[src/rtl/uart_pkg.sv]
// Shared types and constants for the UART receive-side FIFO: fetch FSM encoding,
// frame-complete marker and the packed FIFO entry layout.
package uart_pkg;

  typedef enum logic [1:0] {
    IDLE  = 2'd0,
    FETCH = 2'd1,
    WAIT  = 2'd2,
    FLUSH = 2'd3
  } fetch_state_e;

  localparam logic [3:0] FRAME_BITS = 4'd11;
  localparam int         ENTRY_W    = 10;

  typedef struct packed {
    logic       fe;
    logic       pe;
    logic [7:0] data;
  } rx_entry_t;

  function automatic rx_entry_t pack_entry(input logic fe, input logic pe, input logic [7:0] data);
    rx_entry_t e;
    e.fe   = fe;
    e.pe   = pe;
    e.data = data;
    return e;
  endfunction

endpackage

[src/rtl/uart_rx_fifo_if.sv]
// Bundle of receiver-side handshake and CPU read-port signals for uart_rx_fifo.
// slave is the FIFO block's view, master is the surrounding system's view.
interface uart_rx_fifo_if #(
  parameter int AW = 4
);

  logic          r_ready;
  logic          parity_error;
  logic          frame_error;
  logic [3:0]    no_bits_rcvd;
  logic [7:0]    d_out;
  logic          rdn;

  logic          rd_en;
  logic [7:0]    rd_data;
  logic          rd_pe;
  logic          rd_fe;
  logic          empty;
  logic          full;
  logic [AW:0]   count;
  logic          overrun;
  logic          ovr_clr;

  modport slave (
    input  r_ready, parity_error, frame_error, no_bits_rcvd, d_out,
    output rdn,
    input  rd_en, ovr_clr,
    output rd_data, rd_pe, rd_fe, empty, full, count, overrun
  );

  modport master (
    output r_ready, parity_error, frame_error, no_bits_rcvd, d_out,
    input  rdn,
    output rd_en, ovr_clr,
    input  rd_data, rd_pe, rd_fe, empty, full, count, overrun
  );

endinterface

[src/rtl/sync_fifo.sv]
// Single-clock circular FIFO with a registered first-word-fall-through head.
// The head register holds its last value while the FIFO is empty.
module sync_fifo
  import uart_pkg::*;
#(
  parameter int DEPTH = 16,
  parameter int AW    = 4
) (
  input  logic               clk_i,
  input  logic               rst_i,
  input  logic               wr_req_i,
  input  logic [ENTRY_W-1:0] wr_data_i,
  input  logic               rd_req_i,
  output logic               wr_ack_o,
  output logic [ENTRY_W-1:0] head_o,
  output logic               empty_o,
  output logic               full_o,
  output logic [AW:0]        count_o
);

  localparam logic [AW:0] FULL_CNT = (AW+1)'(DEPTH);
  localparam logic [AW:0] CNT_ONE  = (AW+1)'(1);

  logic [ENTRY_W-1:0] mem_q [DEPTH];
  logic [AW-1:0]      wptr_q, wptr_d;
  logic [AW-1:0]      rptr_q, rptr_d;
  logic [AW:0]        count_q, count_d;
  logic [ENTRY_W-1:0] head_q, head_d;
  logic               empty, full, push, pop;

  assign empty = (count_q == '0);
  assign full  = (count_q == FULL_CNT);
  assign pop   = rd_req_i & ~empty;
  // A full FIFO still accepts a write when the same cycle frees a slot.
  assign push  = wr_req_i & (~full | pop);

  always_comb begin
    wptr_d  = push ? wptr_q + AW'(1) : wptr_q;
    rptr_d  = pop  ? rptr_q + AW'(1) : rptr_q;
    count_d = count_q;
    case ({push, pop})
      2'b10:   count_d = count_q + CNT_ONE;
      2'b01:   count_d = count_q - CNT_ONE;
      default: count_d = count_q;
    endcase
    head_d = head_q;
    if (pop) begin
      if (count_q > CNT_ONE) head_d = mem_q[rptr_d];
      else if (push)         head_d = wr_data_i;
    end else if (push && empty) begin
      head_d = wr_data_i;
    end
  end

  always_ff @(posedge clk_i) begin
    if (push) mem_q[wptr_q] <= wr_data_i;
  end

  always_ff @(posedge clk_i or posedge rst_i) begin
    if (rst_i) begin
      wptr_q  <= '0;
      rptr_q  <= '0;
      count_q <= '0;
      head_q  <= '0;
    end else begin
      wptr_q  <= wptr_d;
      rptr_q  <= rptr_d;
      count_q <= count_d;
      head_q  <= head_d;
    end
  end

  assign wr_ack_o = push;
  assign head_o   = head_q;
  assign empty_o  = empty;
  assign full_o   = full;
  assign count_o  = count_q;

endmodule

[src/rtl/uart_rx_fifo.sv]
// Fetches completed frames from the UART receiver with a one-cycle rdn strobe and
// queues {fe, pe, data} for the CPU, flagging overrun when a byte must be dropped.
module uart_rx_fifo
  import uart_pkg::*;
#(
  parameter int DEPTH = 16,
  parameter int AW    = 4
) (
  input  logic           clk16x,
  input  logic           clr,
  uart_rx_fifo_if.slave  bus
);

  fetch_state_e state_q, state_d;
  logic         rdn_q, rdn_d;
  logic         pe_q, pe_d;
  logic         fe_q, fe_d;
  logic         ovr_q, ovr_d;

  logic         fetch_cycle;
  logic         wr_ack;
  rx_entry_t    wr_entry;
  rx_entry_t    head;
  logic [ENTRY_W-1:0] head_raw;
  logic         frame_done;

  assign frame_done  = (bus.no_bits_rcvd == FRAME_BITS);
  assign fetch_cycle = (state_q == FETCH);
  assign wr_entry    = pack_entry(fe_q, pe_q, bus.d_out);

  always_comb begin
    state_d = state_q;
    rdn_d   = 1'b1;
    pe_d    = pe_q;
    fe_d    = fe_q;
    case (state_q)
      IDLE: begin
        // Flags are latched here because the falling rdn clears them in the receiver.
        if (bus.r_ready && frame_done) begin
          pe_d    = bus.parity_error;
          fe_d    = bus.frame_error;
          rdn_d   = 1'b0;
          state_d = FETCH;
        end
      end
      FETCH: state_d = WAIT;
      WAIT: begin
        if (!frame_done) state_d = FLUSH;
      end
      FLUSH: begin
        // A ready re-raised while the counter still read 11 is stale: discard it.
        if (bus.r_ready) rdn_d = 1'b0;
        state_d = IDLE;
      end
      default: state_d = IDLE;
    endcase
    ovr_d = (fetch_cycle & ~wr_ack) | (ovr_q & ~bus.ovr_clr);
  end

  always_ff @(posedge clk16x or posedge clr) begin
    if (clr) begin
      state_q <= IDLE;
      rdn_q   <= 1'b1;
      pe_q    <= 1'b0;
      fe_q    <= 1'b0;
      ovr_q   <= 1'b0;
    end else begin
      state_q <= state_d;
      rdn_q   <= rdn_d;
      pe_q    <= pe_d;
      fe_q    <= fe_d;
      ovr_q   <= ovr_d;
    end
  end

  sync_fifo #(
    .DEPTH (DEPTH),
    .AW    (AW)
  ) u_fifo (
    .clk_i     (clk16x),
    .rst_i     (clr),
    .wr_req_i  (fetch_cycle),
    .wr_data_i (wr_entry),
    .rd_req_i  (bus.rd_en),
    .wr_ack_o  (wr_ack),
    .head_o    (head_raw),
    .empty_o   (bus.empty),
    .full_o    (bus.full),
    .count_o   (bus.count)
  );

  assign head        = rx_entry_t'(head_raw);
  assign bus.rdn     = rdn_q;
  assign bus.rd_data = head.data;
  assign bus.rd_pe   = head.pe;
  assign bus.rd_fe   = head.fe;
  assign bus.overrun = ovr_q;

endmodule

[src/flat_wrapper.sv]
// flat-port wrapper written by rule: the top's interface ports become plain ports
module uart_rx_fifo_flat import uart_pkg::*;
#(
  parameter int DEPTH = 16,
  parameter int AW    = 4
)
  (clk16x, clr, bus_r_ready, bus_parity_error, bus_frame_error, bus_no_bits_rcvd, bus_d_out, bus_rdn, bus_rd_en, bus_ovr_clr, bus_rd_data, bus_rd_pe, bus_rd_fe, bus_empty, bus_full, bus_count, bus_overrun);
  uart_rx_fifo_if #(.AW(AW)) bus_i ();
  input  logic clk16x;
  input  logic clr;
  input wire logic [$bits(bus_i.r_ready)-1:0] bus_r_ready;
  input wire logic [$bits(bus_i.parity_error)-1:0] bus_parity_error;
  input wire logic [$bits(bus_i.frame_error)-1:0] bus_frame_error;
  input wire logic [$bits(bus_i.no_bits_rcvd)-1:0] bus_no_bits_rcvd;
  input wire logic [$bits(bus_i.d_out)-1:0] bus_d_out;
  output wire logic [$bits(bus_i.rdn)-1:0] bus_rdn;
  input wire logic [$bits(bus_i.rd_en)-1:0] bus_rd_en;
  input wire logic [$bits(bus_i.ovr_clr)-1:0] bus_ovr_clr;
  output wire logic [$bits(bus_i.rd_data)-1:0] bus_rd_data;
  output wire logic [$bits(bus_i.rd_pe)-1:0] bus_rd_pe;
  output wire logic [$bits(bus_i.rd_fe)-1:0] bus_rd_fe;
  output wire logic [$bits(bus_i.empty)-1:0] bus_empty;
  output wire logic [$bits(bus_i.full)-1:0] bus_full;
  output wire logic [$bits(bus_i.count)-1:0] bus_count;
  output wire logic [$bits(bus_i.overrun)-1:0] bus_overrun;
  assign bus_i.r_ready = bus_r_ready;
  assign bus_i.parity_error = bus_parity_error;
  assign bus_i.frame_error = bus_frame_error;
  assign bus_i.no_bits_rcvd = bus_no_bits_rcvd;
  assign bus_i.d_out = bus_d_out;
  assign bus_rdn = bus_i.rdn;
  assign bus_i.rd_en = bus_rd_en;
  assign bus_i.ovr_clr = bus_ovr_clr;
  assign bus_rd_data = bus_i.rd_data;
  assign bus_rd_pe = bus_i.rd_pe;
  assign bus_rd_fe = bus_i.rd_fe;
  assign bus_empty = bus_i.empty;
  assign bus_full = bus_i.full;
  assign bus_count = bus_i.count;
  assign bus_overrun = bus_i.overrun;
  uart_rx_fifo #(.DEPTH(DEPTH), .AW(AW)) u_core (.clk16x(clk16x), .clr(clr), .bus(bus_i));
endmodule
[config.mk]
export PLATFORM = sky130hd
export DESIGN_NAME = uart_rx_fifo_flat
export DESIGN_NICKNAME = d
export VERILOG_FILES = /design/src/rtl/uart_pkg.sv /design/src/rtl/uart_rx_fifo_if.sv /design/src/rtl/sync_fifo.sv /design/src/rtl/uart_rx_fifo.sv /design/src/flat_wrapper.sv
export SDC_FILE = /design/constraint.sdc
export NUM_CORES = 1
export LEC_CHECK = 0
export CELL_PAD_IN_SITES_DETAIL_PLACEMENT = 0
export CELL_PAD_IN_SITES_GLOBAL_PLACEMENT = 1
export CORE_MARGIN = 2
export CORE_UTILIZATION = 30
export DETAILED_ROUTE_END_ITERATION = 10
export PLACE_DENSITY = 0.64
export SLEW_MARGIN = 20
export SYNTH_ARGS = -nofsm -noshare
export SYNTH_HDL_FRONTEND = slang
export SYNTH_SLANG_ARGS = --single-unit
[constraint.sdc]
create_clock -name clk16x -period 5.7 [get_ports clk16x]
set_input_delay 0.855 -clock clk16x [delete_from_list [all_inputs] [get_ports clk16x]]
set_output_delay 0.855 -clock clk16x [all_outputs]
set_load 0.03 [all_outputs]
### Floorplan with the power grid

Bar = 50 um. Pins as bars on the die edge.
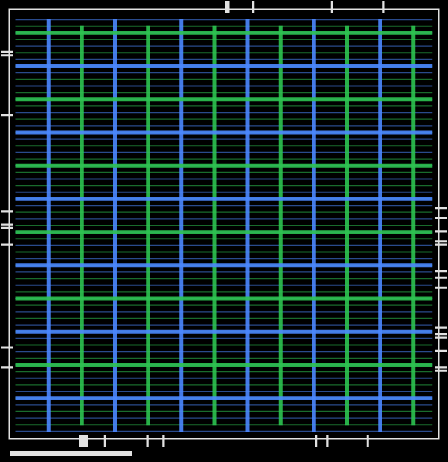
[blue] VSS
[green] VDD
met5 straps: 12
signal pins: 38
rows: 62

### Congestion heat map

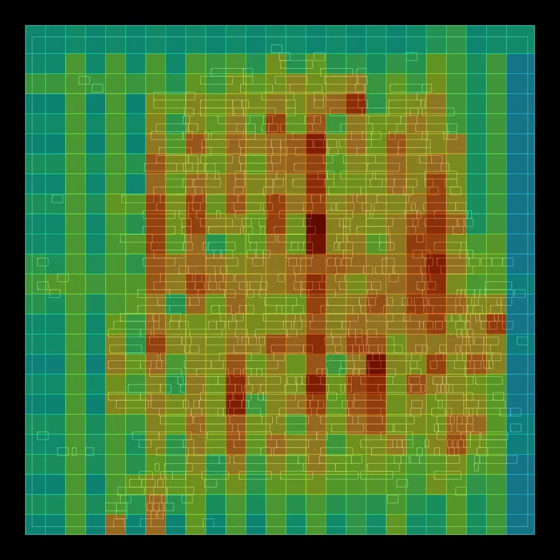
grt met1 use: 20.0%
GR Layer Usage met2: 26.3%
post-layout utilization of the core: 35.1%
most congested layer reported by global routing: met2
Tot GR Track Use: 15.3%

### Nets reached from selected ports

Bar = 50 um.
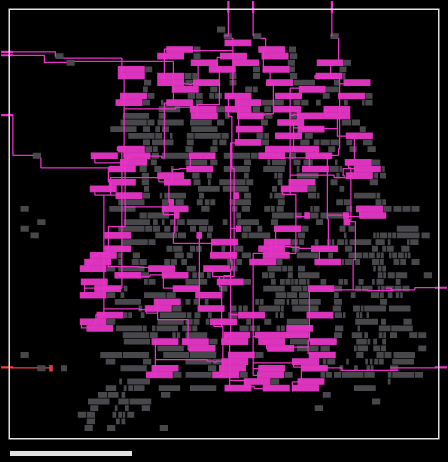
[red] `clr` | bits: 1 | direction: input | edge: west | end cells: 1 | buffers: 1 | wire: 13.0 um
[magenta] `bus_d_out` | bits: 8 | direction: input | edge: 3 north, 3 west, 2 east | end cells: 136 | buffers: 8 | wire: 2230 um

### Cell density map

Bar = 50 um. 18 x 18 tiles, from black (low) to pale yellow (high), 0 to 100% covered.
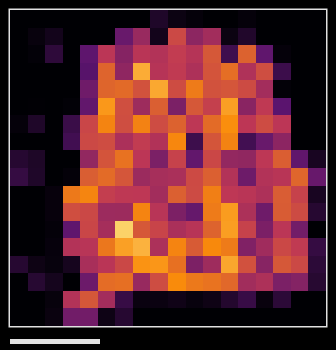
densest ninth of the die: centre
tiles over 75% full: 4.0%
nearly empty tiles: 29%

### Placement by cell class

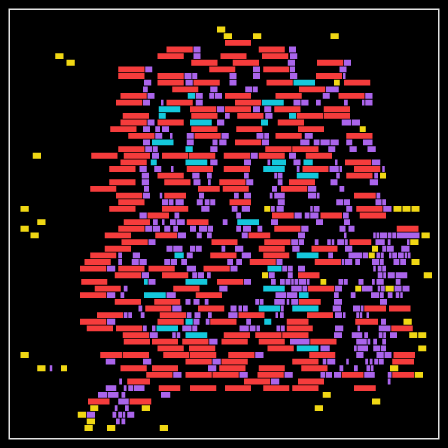
[yellow] remaining buffers and delay cells | cells: 47
[red] registers | cells: 189
[cyan] clock drivers and dummy loads | cells: 32
[purple] remaining logic cells | cells: 407

==> results.txt <==
Results of an implementation run.

The critical path is of the register to primary output type. The sequential share of cell area is 54.8%. The relative area of non-clock buffer cells in the final design is roughly 4.4%. The startpoint of the worst-slack reg-to-reg timing path is u_core.u_fifo.rptr_q[1]$_DFF_PP0_. At floorplan, the net count of the design was reported as between 600 and 700. Per the detail_route report, routed wire per instance is about 22 um. met3 track demand over resource after global routing is ~2.4%. In this run, the synthesized area fraction spent on xor and xnor cells is recorded as less than 1%. At the end of the flow, the number of nets in the layout was approximately 700. The core area is about 29000 um2. In this run the clock root is driven by a sky130_fd_sc_hd__clkbuf_16.

STA puts the critical path data required time at 4.85 ns. The highest fanout seen on the critical path is 14. Across the placement rows, the number of tap cells is around 380. The count of buffers added on input and output ports is 37. Detailed routing placed a total of approximately 1.1 mm of wire on met3.

The hold path startpoint is u_core.bus.overrun$_DFF_PP0_. Per STA, the worst path is made up of inv_1, ha_1, or4b_4, clkinv_1, clkdlybuf4s50_1. The cell class with the largest area share is registers. In this run, post-CTS repair resized a total of 0 instances. The multi-input combinational gate total is just under 400. The summed negative setup slack over all endpoints is 0 ns. Data arrives at the worst endpoint at around 2.7 ns. After detailed routing, the number of remaining DRC violations is 0. The summed area of non-filler cells in the final layout is just over 10000 um2. The detail-routed via count per cell is between 5 and 6.

The post-CTS setup buffer count is 0. At the later pin of the worst-skew pair, clock insertion delay measures 0.44 ns. Timing analysis after detailed placement gives a worst setup slack of roughly 2.1 ns.

Leaving out fill and tap cells, the most frequent cell in the layout is sky130_fd_sc_hd__edfxtp_1. Logic depth along the worst register-to-register path is recorded as 8. Summing all flip-flop and latch instances after layout gives approximately 5500 um2. The post-synthesis async set-or-reset flop share is between 15 and 20%. The main flop type after synthesis is sky130_fd_sc_hd__edfxtp_1. The fraction of final cell area spent on clock buffers and inverters in this run is between 5 and 6%. The number of global-route vias before repair is about 5700. The flow ran to the end, and the final reports show no timing, DRC or antenna violations. The endpoint class of the critical path is a primary output. The layout report gives the multi-input gate share of total cell area as between 20% and 30%. Per the TritonCTS log, the buffer count is 17. The post-CTS clock slew at the launch and capture registers of the worst setup and hold paths is about 0.080 ns. The worst-case clock skew is approximately 0.016 ns. The initial antenna violation count came to 0.

The number of maximum-capacitance violations recorded for the run is 0. The register share after synthesis is approximately 63%. The wire length of the first global-routing pass is around 35 mm. For reference, the mux area share after synthesis is 6.07%.

The maximum level of the CTS H-tree is 4. The mean instance size in the synthesized netlist is about 14 um2. The number of warnings reported in the stage logs is 35. The violation tally from detailed-route iteration zero is ~500. The multi-input combinational cells in the finished layout cover a total of ~3000 um2. The final worst hold slack is ~0.53 ns. TritonCTS built the clock tree. Hold repair after CTS inserted 0 buffers. In the final report, the number of hold violations comes to 0. According to the cell report, flip-flops and latches in the layout number about 190. The final count of pins violating max slew is 0. The post-route report lists met1 wire length as between 10 and 15 mm. Of the cells placed in the final design, the portion with a size suffix greater than 1 is 10.7%. The fraction of the mapped netlist area in adder cells is ~1.8%. The leakage power in the latest report is 3.34 nW. The layout has 17 clock buffers. The highest routed metal layer is met4. The number of logic inverters in the finished layout is 15. The overall power is ~0.0054 W. The number of antenna diodes in the final layout is 0. The count of distinct cell types in the synthesized netlist is 59. The final report lists a non-filler cell total of 1059. The power per cell area is about 540 nW/um2.

The routed via count is slightly below 6000. The worst voltage drop across the vdd grid is 247 uV. The synthesis area per yosys is slightly below 9000 um2.

On the worst path, the slowest cell contributes a delay of slightly below 0.7 ns. The maximum clock frequency is between 200 and 300 MHz. The capturing instance or port of the critical path is bus_empty. The layout filler cell count is about 2700. The final worst slack is approximately 2.1 ns. Leaving out the clock tree, the finished layout contains a buffer count of 47. The end point of the worst hold path is u_core.bus.overrun$_DFF_PP0_. The first-pass iteration count of the detailed router is 5. The worst hold path depth is 2. The number of cells in the yosys synthesis report is approximately 650. Together, buffers and inverters on the worst path number 3. In this run the critical register-to-register path is captured at u_core.u_fifo.head_o[2]$_DFFE_PP0P_.

The count of pins on the block boundary is 38.
==> state kept, by name, indices dropped and copies added, names as in the netlist <==
name	cells
u_core.pe_q	1
u_core.state_q	2
u_core.fe_q	1
u_core.u_fifo.mem_q	160
u_core.u_fifo.head_o	10
u_core.u_fifo.count_o	5
u_core.bus.overrun	1
u_core.bus.rdn	1
u_core.u_fifo.wptr_q	4
u_core.u_fifo.rptr_q	4
==> power breakdown <==
part / internal [W] / leakage (nW) / total (W) / switching [W]
registers: 0.00171 / 1.79 / 0.00198 / 0.000270
clock network: 0.000626 / 0.291 / 0.00119 / 0.000567
logic: 0.000886 / 1.27 / 0.00224 / 0.00136
==> synth_stat cells (all sizes together), types with 3 or more instances <==
cell type | number | area share (%)
a211o | 8 | 0.80
a211oi | 12 | 1.0
a21oi | 33 | 1.9
a221o | 5 | 0.57
a221oi | 73 | 7.5
a32oi | 3 | 0.30
and2 | 17 | 1.2
and3 | 7 | 0.50
and4 | 4 | 0.40
and4b | 3 | 0.38
buf | 19 | 1.4
clkbuf | 32 | 1.4
dfrtp | 28 | 8.0
edfxtp | 160 | 55
ha | 13 | 1.8
inv | 14 | 0.60
mux2 | 17 | 2.2
mux2i | 32 | 3.6
nand2 | 22 | 0.94
nand3 | 7 | 0.40
nor2 | 21 | 0.90
nor2b | 10 | 0.71
nor3 | 5 | 0.28
o211ai | 8 | 0.68
o21ai | 17 | 0.97
o221ai | 4 | 0.40
o22ai | 26 | 1.8
o31ai | 9 | 0.77
o32ai | 3 | 0.30
xnor2 | 7 | 0.70
==> tightest hold or removal path, stage by stage, from the launching register on <==
cell	delay [ns]
sky130_fd_sc_hd__dfrtp_1	0.38
sky130_fd_sc_hd__inv_1	0.05
sky130_fd_sc_hd__o21ai_0	0.07
No activity file was given, so power comes from the tool's default toggle rates.
